File: src/rtl/ahb_iopmp_cfg_seq.sv
// AHB-lite write sequencer that programs one IOPMP region per command:
// optional ctrl disable, base, mask, then ctrl with the final enable.
// Keeps shadow copies of both ctrl enable bytes because the config port
// is write-posted and cannot be read back cheaply.
module ahb_iopmp_cfg_seq #(
  parameter int                    ADDR_WIDTH = 32,
  parameter int                    DATA_WIDTH = 32,
  parameter logic [ADDR_WIDTH-1:0] CFG_BASE   = '0
) (
  input  logic                  hclk,
  input  logic                  hresetn,
  input  logic                  cmd_valid,
  output logic                  cmd_ready,
  input  logic                  cmd_port,
  input  logic [2:0]            cmd_idx,
  input  logic [31:0]           cmd_base,
  input  logic [31:0]           cmd_mask,
  input  logic                  cmd_en,
  output logic                  busy,
  output logic                  done,
  output logic                  err,
  output logic [7:0]            en_0,
  output logic [7:0]            en_1,
  output logic                  m_hsel,
  output logic [ADDR_WIDTH-1:0] m_haddr,
  output logic [3:0]            m_hprot,
  output logic [2:0]            m_hsize,
  output logic [1:0]            m_htrans,
  output logic [2:0]            m_hburst,
  output logic                  m_hwrite,
  output logic [DATA_WIDTH-1:0] m_hwdata,
  input  logic [1:0]            m_hresp,
  input  logic                  m_hready
);

  localparam logic [1:0] HTRANS_IDLE   = 2'b00;
  localparam logic [1:0] HTRANS_NONSEQ = 2'b10;
  localparam logic [1:0] HRESP_OKAY    = 2'b00;

  // State names the address phase currently on the bus; LAST_DATA and
  // ERR_WAIT only have a data phase outstanding.
  typedef enum logic [2:0] {
    S_IDLE, S_CTRL_OFF, S_BASE, S_MASK, S_CTRL_ON, S_LAST_DATA, S_ERR_WAIT
  } state_t;

  state_t                  state;
  logic [1:0]              htrans_q;
  logic [ADDR_WIDTH-1:0]   haddr_q;
  logic [DATA_WIDTH-1:0]   hwdata_q;

  // Data-phase tracking: valid, ctrl-write flag and enable byte to commit
  logic                    vld_p1;
  logic                    ctrl_p1;
  logic [7:0]              val_p1;

  // Captured command (data only, no reset needed)
  logic                    port_q;
  logic [2:0]              idx_q;
  logic [31:0]             base_q;
  logic [31:0]             mask_q;
  logic                    en_q;

  logic                    accept;
  logic                    resp_err;
  logic [7:0]              shadow_cmd;
  logic [7:0]              shadow_q;
  logic [7:0]              off_val;
  logic [7:0]              on_val;

  function automatic logic [ADDR_WIDTH-1:0] ctrl_addr(input logic port);
    return CFG_BASE + ADDR_WIDTH'({port, 2'b00});
  endfunction

  function automatic logic [ADDR_WIDTH-1:0] base_addr(input logic port, input logic [2:0] idx);
    return CFG_BASE + ADDR_WIDTH'(8'h10) + ADDR_WIDTH'({port, 6'b0}) + ADDR_WIDTH'({idx, 3'b0});
  endfunction

  function automatic logic [ADDR_WIDTH-1:0] mask_addr(input logic port, input logic [2:0] idx);
    return base_addr(port, idx) + ADDR_WIDTH'(4);
  endfunction

  function automatic logic [7:0] set_bit(input logic [7:0] v, input logic [2:0] idx, input logic b);
    logic [7:0] r;
    r      = v;
    r[idx] = b;
    return r;
  endfunction

  assign cmd_ready  = (state == S_IDLE);
  assign accept     = cmd_valid & cmd_ready;
  assign shadow_cmd = cmd_port ? en_1 : en_0;
  assign shadow_q   = port_q ? en_1 : en_0;
  assign off_val    = set_bit(shadow_q, idx_q, 1'b0);
  assign on_val     = set_bit(shadow_q, idx_q, en_q);
  assign resp_err   = vld_p1 && (m_hresp != HRESP_OKAY);

  // An error response cancels the pending address phase in the same cycle
  assign m_htrans = resp_err ? HTRANS_IDLE : htrans_q;
  assign m_hsel   = (m_htrans == HTRANS_NONSEQ);
  assign m_haddr  = haddr_q;
  assign m_hwdata = hwdata_q;
  assign m_hprot  = 4'b0011;
  assign m_hsize  = 3'b010;
  assign m_hburst = 3'b000;
  assign m_hwrite = 1'b1;

  // Capture command fields on accept; inputs are free to change afterwards
  always_ff @(posedge hclk) begin
    if (accept) begin
      port_q <= cmd_port;
      idx_q  <= cmd_idx;
      base_q <= cmd_base;
      mask_q <= cmd_mask;
      en_q   <= cmd_en;
    end
  end

  // Sequencer: advances address/data phases on hready, commits shadows on OKAY ctrl data
  always_ff @(posedge hclk or negedge hresetn) begin
    if (!hresetn) begin
      state    <= S_IDLE;
      htrans_q <= HTRANS_IDLE;
      haddr_q  <= '0;
      hwdata_q <= '0;
      vld_p1   <= 1'b0;
      ctrl_p1  <= 1'b0;
      val_p1   <= 8'h00;
      busy     <= 1'b0;
      done     <= 1'b0;
      err      <= 1'b0;
      en_0     <= 8'h00;
      en_1     <= 8'h00;
    end else begin
      done <= 1'b0;
      err  <= 1'b0;
      unique case (state)
        S_IDLE: begin
          if (accept) begin
            busy     <= 1'b1;
            htrans_q <= HTRANS_NONSEQ;
            vld_p1   <= 1'b0;
            if (shadow_cmd[cmd_idx]) begin
              state   <= S_CTRL_OFF;
              haddr_q <= ctrl_addr(cmd_port);
            end else begin
              state   <= S_BASE;
              haddr_q <= base_addr(cmd_port, cmd_idx);
            end
          end
        end
        S_ERR_WAIT: begin
          if (m_hready) begin
            err   <= 1'b1;
            busy  <= 1'b0;
            state <= S_IDLE;
          end
        end
        default: begin
          if (resp_err) begin
            htrans_q <= HTRANS_IDLE;
            vld_p1   <= 1'b0;
            if (m_hready) begin
              err   <= 1'b1;
              busy  <= 1'b0;
              state <= S_IDLE;
            end else begin
              state <= S_ERR_WAIT;
            end
          end else if (m_hready) begin
            if (vld_p1 && ctrl_p1) begin
              if (port_q) en_1 <= val_p1;
              else        en_0 <= val_p1;
            end
            case (state)
              S_CTRL_OFF: begin
                hwdata_q <= DATA_WIDTH'(off_val);
                vld_p1   <= 1'b1;
                ctrl_p1  <= 1'b1;
                val_p1   <= off_val;
                haddr_q  <= base_addr(port_q, idx_q);
                state    <= S_BASE;
              end
              S_BASE: begin
                hwdata_q <= DATA_WIDTH'(base_q);
                vld_p1   <= 1'b1;
                ctrl_p1  <= 1'b0;
                haddr_q  <= mask_addr(port_q, idx_q);
                state    <= S_MASK;
              end
              S_MASK: begin
                hwdata_q <= DATA_WIDTH'(mask_q);
                vld_p1   <= 1'b1;
                ctrl_p1  <= 1'b0;
                haddr_q  <= ctrl_addr(port_q);
                state    <= S_CTRL_ON;
              end
              S_CTRL_ON: begin
                hwdata_q <= DATA_WIDTH'(on_val);
                vld_p1   <= 1'b1;
                ctrl_p1  <= 1'b1;
                val_p1   <= on_val;
                htrans_q <= HTRANS_IDLE;
                state    <= S_LAST_DATA;
              end
              default: begin
                vld_p1 <= 1'b0;
                done   <= 1'b1;
                busy   <= 1'b0;
                state  <= S_IDLE;
              end
            endcase
          end
        end
      endcase
    end
  end

endmodule
File: config.mk
export PLATFORM = sky130hd
export DESIGN_NAME = ahb_iopmp_cfg_seq
export DESIGN_NICKNAME = d
export VERILOG_FILES = /design/src/rtl/ahb_iopmp_cfg_seq.sv
export SDC_FILE = /design/constraint.sdc
export NUM_CORES = 1
export LEC_CHECK = 0
export CELL_PAD_IN_SITES_DETAIL_PLACEMENT = 1
export CELL_PAD_IN_SITES_GLOBAL_PLACEMENT = 2
export CORE_UTILIZATION = 34
export CTS_CLUSTER_SIZE = 30
export DETAILED_ROUTE_END_ITERATION = 12
export HOLD_SLACK_MARGIN = 0.02
export PLACE_DENSITY_LB_ADDON = 0.1
export RECOVER_POWER = 50
export SETUP_SLACK_MARGIN = 0.2
export SLEW_MARGIN = 15
export SYNTH_ARGS = -nofsm -noshare
export SYNTH_HDL_FRONTEND = slang
export SYNTH_SLANG_ARGS = --single-unit
export TNS_END_PERCENT = 1
File: constraint.sdc
create_clock -name hclk -period 4.7 [get_ports hclk]
set_input_delay 0.94 -clock hclk [delete_from_list [all_inputs] [get_ports hclk]]
set_output_delay 0.94 -clock hclk [all_outputs]
set_load 0.005 [all_outputs]
==> metrics.yaml, run 1 <==
synth:
  yosysWarningCount: 0
  avgSynthCellArea_sq_um: 12.69
  top_cells_by_count: "dfrtp_1 (71), edfxtp_1 (69), nand2_1 (46)"
  syn_inst: 502
  synth_flops: 140
  synthAoiAreaFrac: 0.1228
  ys_seq_share: 0.6042
  yosysCellCount: 502
  top_cell: "dfrtp_1"
  synthFlopType: "dfrtp_1"
  synthXorXnorAreaFrac: 0.005500
  simple_gate_share: 0.08112
  ys_sh_adder: 0.009821
  ys_sh_mux: 0.1029
place:
  dp_hpwl_microns: 10690
  dp_cells: 837
  gp_congestion: 0.7445
  port_buffers: 134
cells_and_area:
  seqCellArea_sq_um: 3850
  nNonClkBuffers: 137
  largest_class: "registers"
  seqAreaFraction: 0.4618
  logic_area_sq_um: 2201
  clock_buffers: 18
  comb_share: 0.2640
  n_all_inverters: 6
grt:
  antenna_found_initial: 5
  gr-usage-met2: 0.2685
  grt_pass1_wl_microns: 24440
  grt_max_degree: 72
  grt.overflow.total: 0
timing:
  hold_viol_final: 0
  hold_ws_ns: 0.4720
  drv_slew: 72
  tightest_slew_ns: 1.887
  rsz0062_at_grt: "false"
worst_setup_path:
  r2r.worst_path.cells: 5
  cp-start-kind: "input port"
  cp_num_buf_inv: 2
flow_run:
  max-cap-violations: 1
run_status:
  failed_checks: "design-rule violations, max-capacitance violations, max-slew violations"
  status: "complete, but fails checks"
clock_network:
  cts_tree: "yes"
  clk_latency_ns: 0.42
  cts_buffers: 17
  cts_sinks: 140
  h-tree-depth: 4
  clock_path_buffers: 2
power_and_ir_drop:
  power.clock.fraction: 0.275
  power.group.top: "sequential cells"
  power_w: 0.005017
  powerDensity_nw_per_um2: 601.8
  p_clk_w: 0.00138
  p_sw_frac: 0.3326
detailed_routing:
  wl_met2_microns: 7401
  top_layer: "met5"
  drt_iter0_markers: 212
  drc_errors: 6
  wirelength_met1_microns: 7013
die:
  fp_util: 0.3510
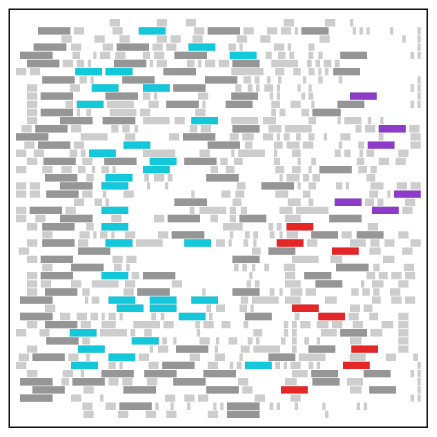
Run 1: sequential cells colored by netlist name
Scale: 3 px per micron.
red -> en_0  # sequential cells 8
cyan -> m_hwdata  # sequential cells 32
purple -> m_haddr  # sequential cells 6
not colored = 94

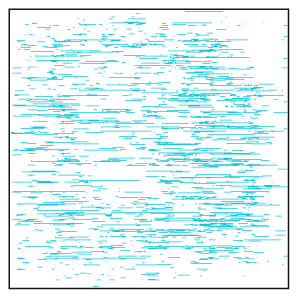
Run 1: M1 wires
Scale: 2 px per micron.
wire length on this layer = 7010 microns
main direction = horizontal
nets with wire on the layer = 596

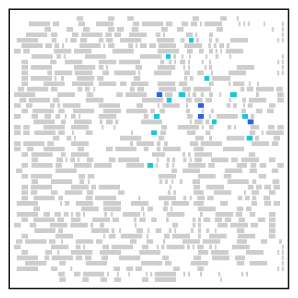
Run 1: gate families picked out
Scale: 2 px per micron.
cyan -> AND-OR and OR-AND gates  # cells 12, most used a21o_1
blue -> XOR/XNOR gates  # cells 4, most used xnor2_1

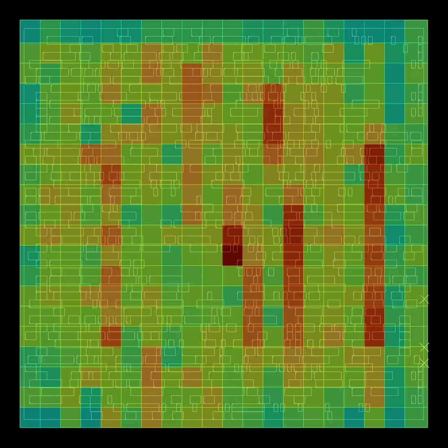
Run 1: track usage over the die
grt peak-use layer: met2
wire length per cell: 17.79 microns
gr usage total: 0.1655
final core utilization: 0.4594

==> run 2, diff against run 1 <==
Settings changed: CORE_UTILIZATION 34 to 28.
Clock period 4.7 ns to 3.2 ns, I/O delays scaled along.
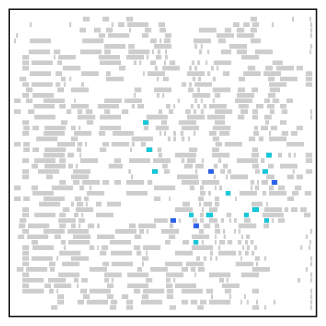
Run 2: gate families picked out
Scale: 2 px per micron.
cyan -> AND-OR and OR-AND gates  # cells 12, most used a21o_1
blue -> XOR/XNOR gates  # cells 4, most used xnor2_1

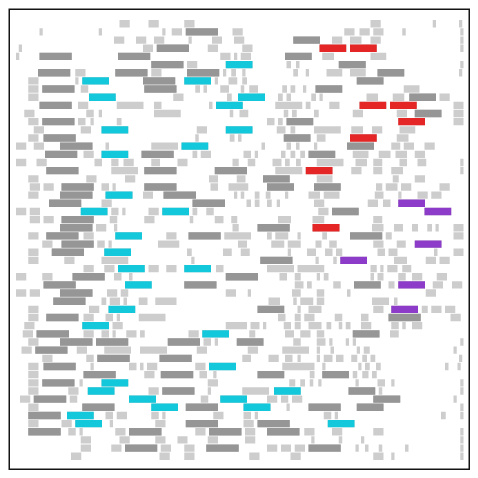
Run 2: sequential cells colored by netlist name
Scale: 3 px per micron.
cyan -> m_hwdata  # sequential cells 32
purple -> m_haddr  # sequential cells 6, where east
red -> en_0  # sequential cells 8, where north-east

==> run 2 against run 1 <==
  * The run still ends with design-rule violations, max-capacitance violations, max-slew violations left
  * Flip-flop count did not move
  * First-iteration DRC count is 20% lower
  * Global-route usage is 1.5 points lower
  * Via count up 1.1%
  * Wire length increased by 7.5%
  * Utilization shrank 7.7 points
  * Die size is 21% higher
  * Design area up 1.4%
  * Power rose by 47%
  * Register-to-register slack lost 1.3 ns
  * Critical endpoint is now m_hsel
  * Highest routed layer unchanged
==> metrics.yaml, run 2 <==
detailed_routing:
  wl_per_cell_microns: 17.91
  drc_errors: 16
  drt_iter0_markers: 169
  top_layer: "met5"
  wl_met2_microns: 7698
  wirelength_met1_microns: 7650
  met3_length_microns: 1083
clock_network:
  clk_latency_ns: 0.42
  cts_sinks: 140
  cts_tree: "yes"
  h-tree-depth: 4
  clock_path_buffers: 2
  cts_buffers: 17
synth:
  top_cells_by_count: "dfrtp_1 (71), edfxtp_1 (69), nand2_1 (46)"
  synthXorXnorAreaFrac: 0.005500
  yosysWarningCount: 0
  edf_count: 69
  synth_flops: 140
  simple_gate_share: 0.08112
  ys_seq_share: 0.6042
  top_cell: "dfrtp_1"
  ys_sh_adder: 0.009821
  synth_area_leader_cell: "edfxtp_1"
  ys_sh_mux: 0.1029
  synthFlopType: "dfrtp_1"
  avgSynthCellArea_sq_um: 12.69
  synthAoiAreaFrac: 0.1228
  syn_inst: 502
  synth.top_cells.by_area: "edfxtp_1 (33%), dfrtp_1 (28%), mux2i_1 (6.3%)"
  synth_cell_types: 55
  yosysCellCount: 502
timing:
  rsz0062_at_grt: "false"
  hold_viol_final: 0
  hold_ws_ns: 0.4799
  finalWorstSetupSlack_ns: 0.3953
  setup_viol: 0
  drv_slew: 72
  tightest_slew_ns: 1.950
  fin_tns_setup_ns: 0
power_and_ir_drop:
  powerDensity_nw_per_um2: 874.6
  p_comb_w: 0.00261
  p_sw_frac: 0.3461
  p_clk_w: 0.00190
  power.group.top: "sequential cells"
  power_w: 0.007390
  pwr-share-seq: 0.389
  power.clock.fraction: 0.257
worst_setup_path:
  cp_num_buf_inv: 2
  crit_path_max_incr_delay_ns: 0.59
  cp.depth: 4
  critPathTopFamily: "buffers and inverters"
  path_class: "in2out"
  r2r.worst_path.cells: 6
  cp-start-kind: "input port"
die:
  fp_util: 0.2883
worst_hold_path:
  worstHoldStart: "htrans_q[1]"
place:
  dp_hpwl_microns: 11770
  port_buffers: 134
  dp_cells: 897
  gp_congestion: 0.7450
grt:
  grt.overflow.total: 0
  grt_max_degree: 72
  grt_use_total: 0.1503
  grt_pass1_wl_microns: 26650
  antenna_found_initial: 6
  grt_busiest_layer: "met2"
  gr-usage-met2: 0.2383
run_status:
  status: "complete, but fails checks"
  failed_checks: "design-rule violations, max-capacitance violations, max-slew violations"
cells_and_area:
  seqCellArea_sq_um: 3849
  n_all_inverters: 6
  clock_buffers: 17
  seqAreaFraction: 0.4555
  largest_class: "registers"
  buffer_area_frac: 0.1728
  logic_area_sq_um: 2197
  nNonClkBuffers: 146
  utilization: 0.3824
  comb_share: 0.2600
flow_run:
  max-cap-violations: 1
==> run 3, diff against run 2 <==
Settings changed: GPL_TIMING_DRIVEN from default to 0.
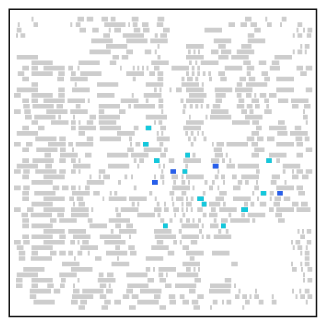
Run 3: gate families picked out
Scale: 2 px per micron.
cyan -> AND-OR and OR-AND gates  # cells 12, most used a21o_1
blue -> XOR/XNOR gates  # cells 4, most used xnor2_1

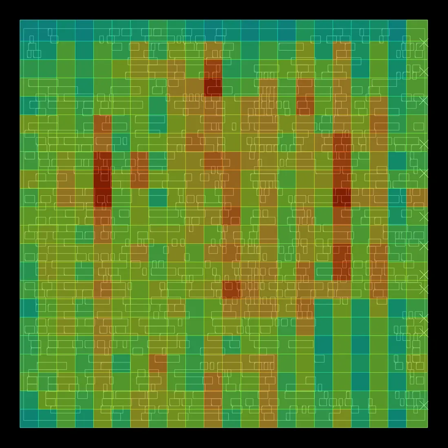
Run 3: track usage over the die
met1 usage: 0.1929
GR Util met3: 0.05642

==> run 3 against run 2 <==
  * The flow still finishes with violations (design-rule violations, max-capacitance violations, max-slew violations)
  * Die size stayed put
  * Fmax down 5.0%
  * Sequential share of layout area is 2.1 points lower
  * Register-to-register slack got worse by 0.29 ns
==> metrics.yaml, run 3 <==
run_status:
  status: "complete, but fails checks"
  failed_checks: "design-rule violations, max-capacitance violations, max-slew violations"
cells_and_area:
  nNonClkBuffers: 205
  seqCellArea_sq_um: 3849
  comb_share: 0.2475
  buffer_area_frac: 0.2075
  n_all_inverters: 6
  seqAreaFraction: 0.4347
  clock_buffers: 17
  final_common_cell: "dlygate4sd3_1"
  logic_area_sq_um: 2191
  largest_class: "registers"
  utilization: 0.4007
place:
  dp_hpwl_microns: 12770
  port_buffers: 134
  gp_congestion: 0.8090
timing:
  drv_slew: 35
  rsz0062_at_grt: "false"
  setup_viol: 0
  hold_ws_ns: 0.4763
  fin_tns_setup_ns: 0
  fin_crit_ns: 2.951
synth:
  ys_sh_mux: 0.1029
  synth_flops: 140
  ys_sh_adder: 0.009821
  top_cell_area_share: 0.3253
  ys_seq_share: 0.6042
  synth.top_cells.by_area: "edfxtp_1 (33%), dfrtp_1 (28%), mux2i_1 (6.3%)"
  synth_area_leader_cell: "edfxtp_1"
  yosysWarningCount: 0
  yosysCellCount: 502
  top_cells_by_count: "dfrtp_1 (71), edfxtp_1 (69), nand2_1 (46)"
  syn_inst: 502
  synthFlopType: "dfrtp_1"
  synthAoiAreaFrac: 0.1228
  edf_count: 69
  top_cell: "dfrtp_1"
  simple_gate_share: 0.08112
worst_setup_path:
  r2r_slack_ns: 0.45
  r2r.worst_path.cells: 5
  cp-start-kind: "input port"
  regToRegStartpoint: "state[1]"
  crit_path_max_incr_delay_ns: 0.65
  path_class: "in2out"
grt:
  antenna_found_initial: 5
  grt_busiest_layer: "met2"
  grt.overflow.total: 0
  grt_max_degree: 57
  grt_pass1_wl_microns: 27090
  grt_use_total: 0.1530
  gr-usage-met2: 0.2446
power_and_ir_drop:
  p_sw_frac: 0.3446
  power_w: 0.007629
  pwr-share-seq: 0.366
  p_comb_w: 0.00280
  p_seq_w: 0.00279
  power.group.top: "combinational logic"
  powerDensity_nw_per_um2: 861.6
  p_clk_w: 0.00204
  power.clock.fraction: 0.267
clock_network:
  cts_tree: "yes"
  h-tree-depth: 4
  cts_sinks: 140
  cts_hold_buf: 0
  clock_path_buffers: 2
  cts_buffers: 17
  clk_latency_ns: 0.43
detailed_routing:
  wl_met2_microns: 8087
  top_layer: "met5"
  num_vias: 4504
  wl_per_cell_microns: 17.50
  drt_iter0_markers: 208
  drc_errors: 24
  met3_length_microns: 1235
die:
  fp_util: 0.2883
flow_run:
  max-cap-violations: 1
worst_hold_path:
  worstHoldStart: "htrans_q[1]"
Power and IR drop assume default switching activity.
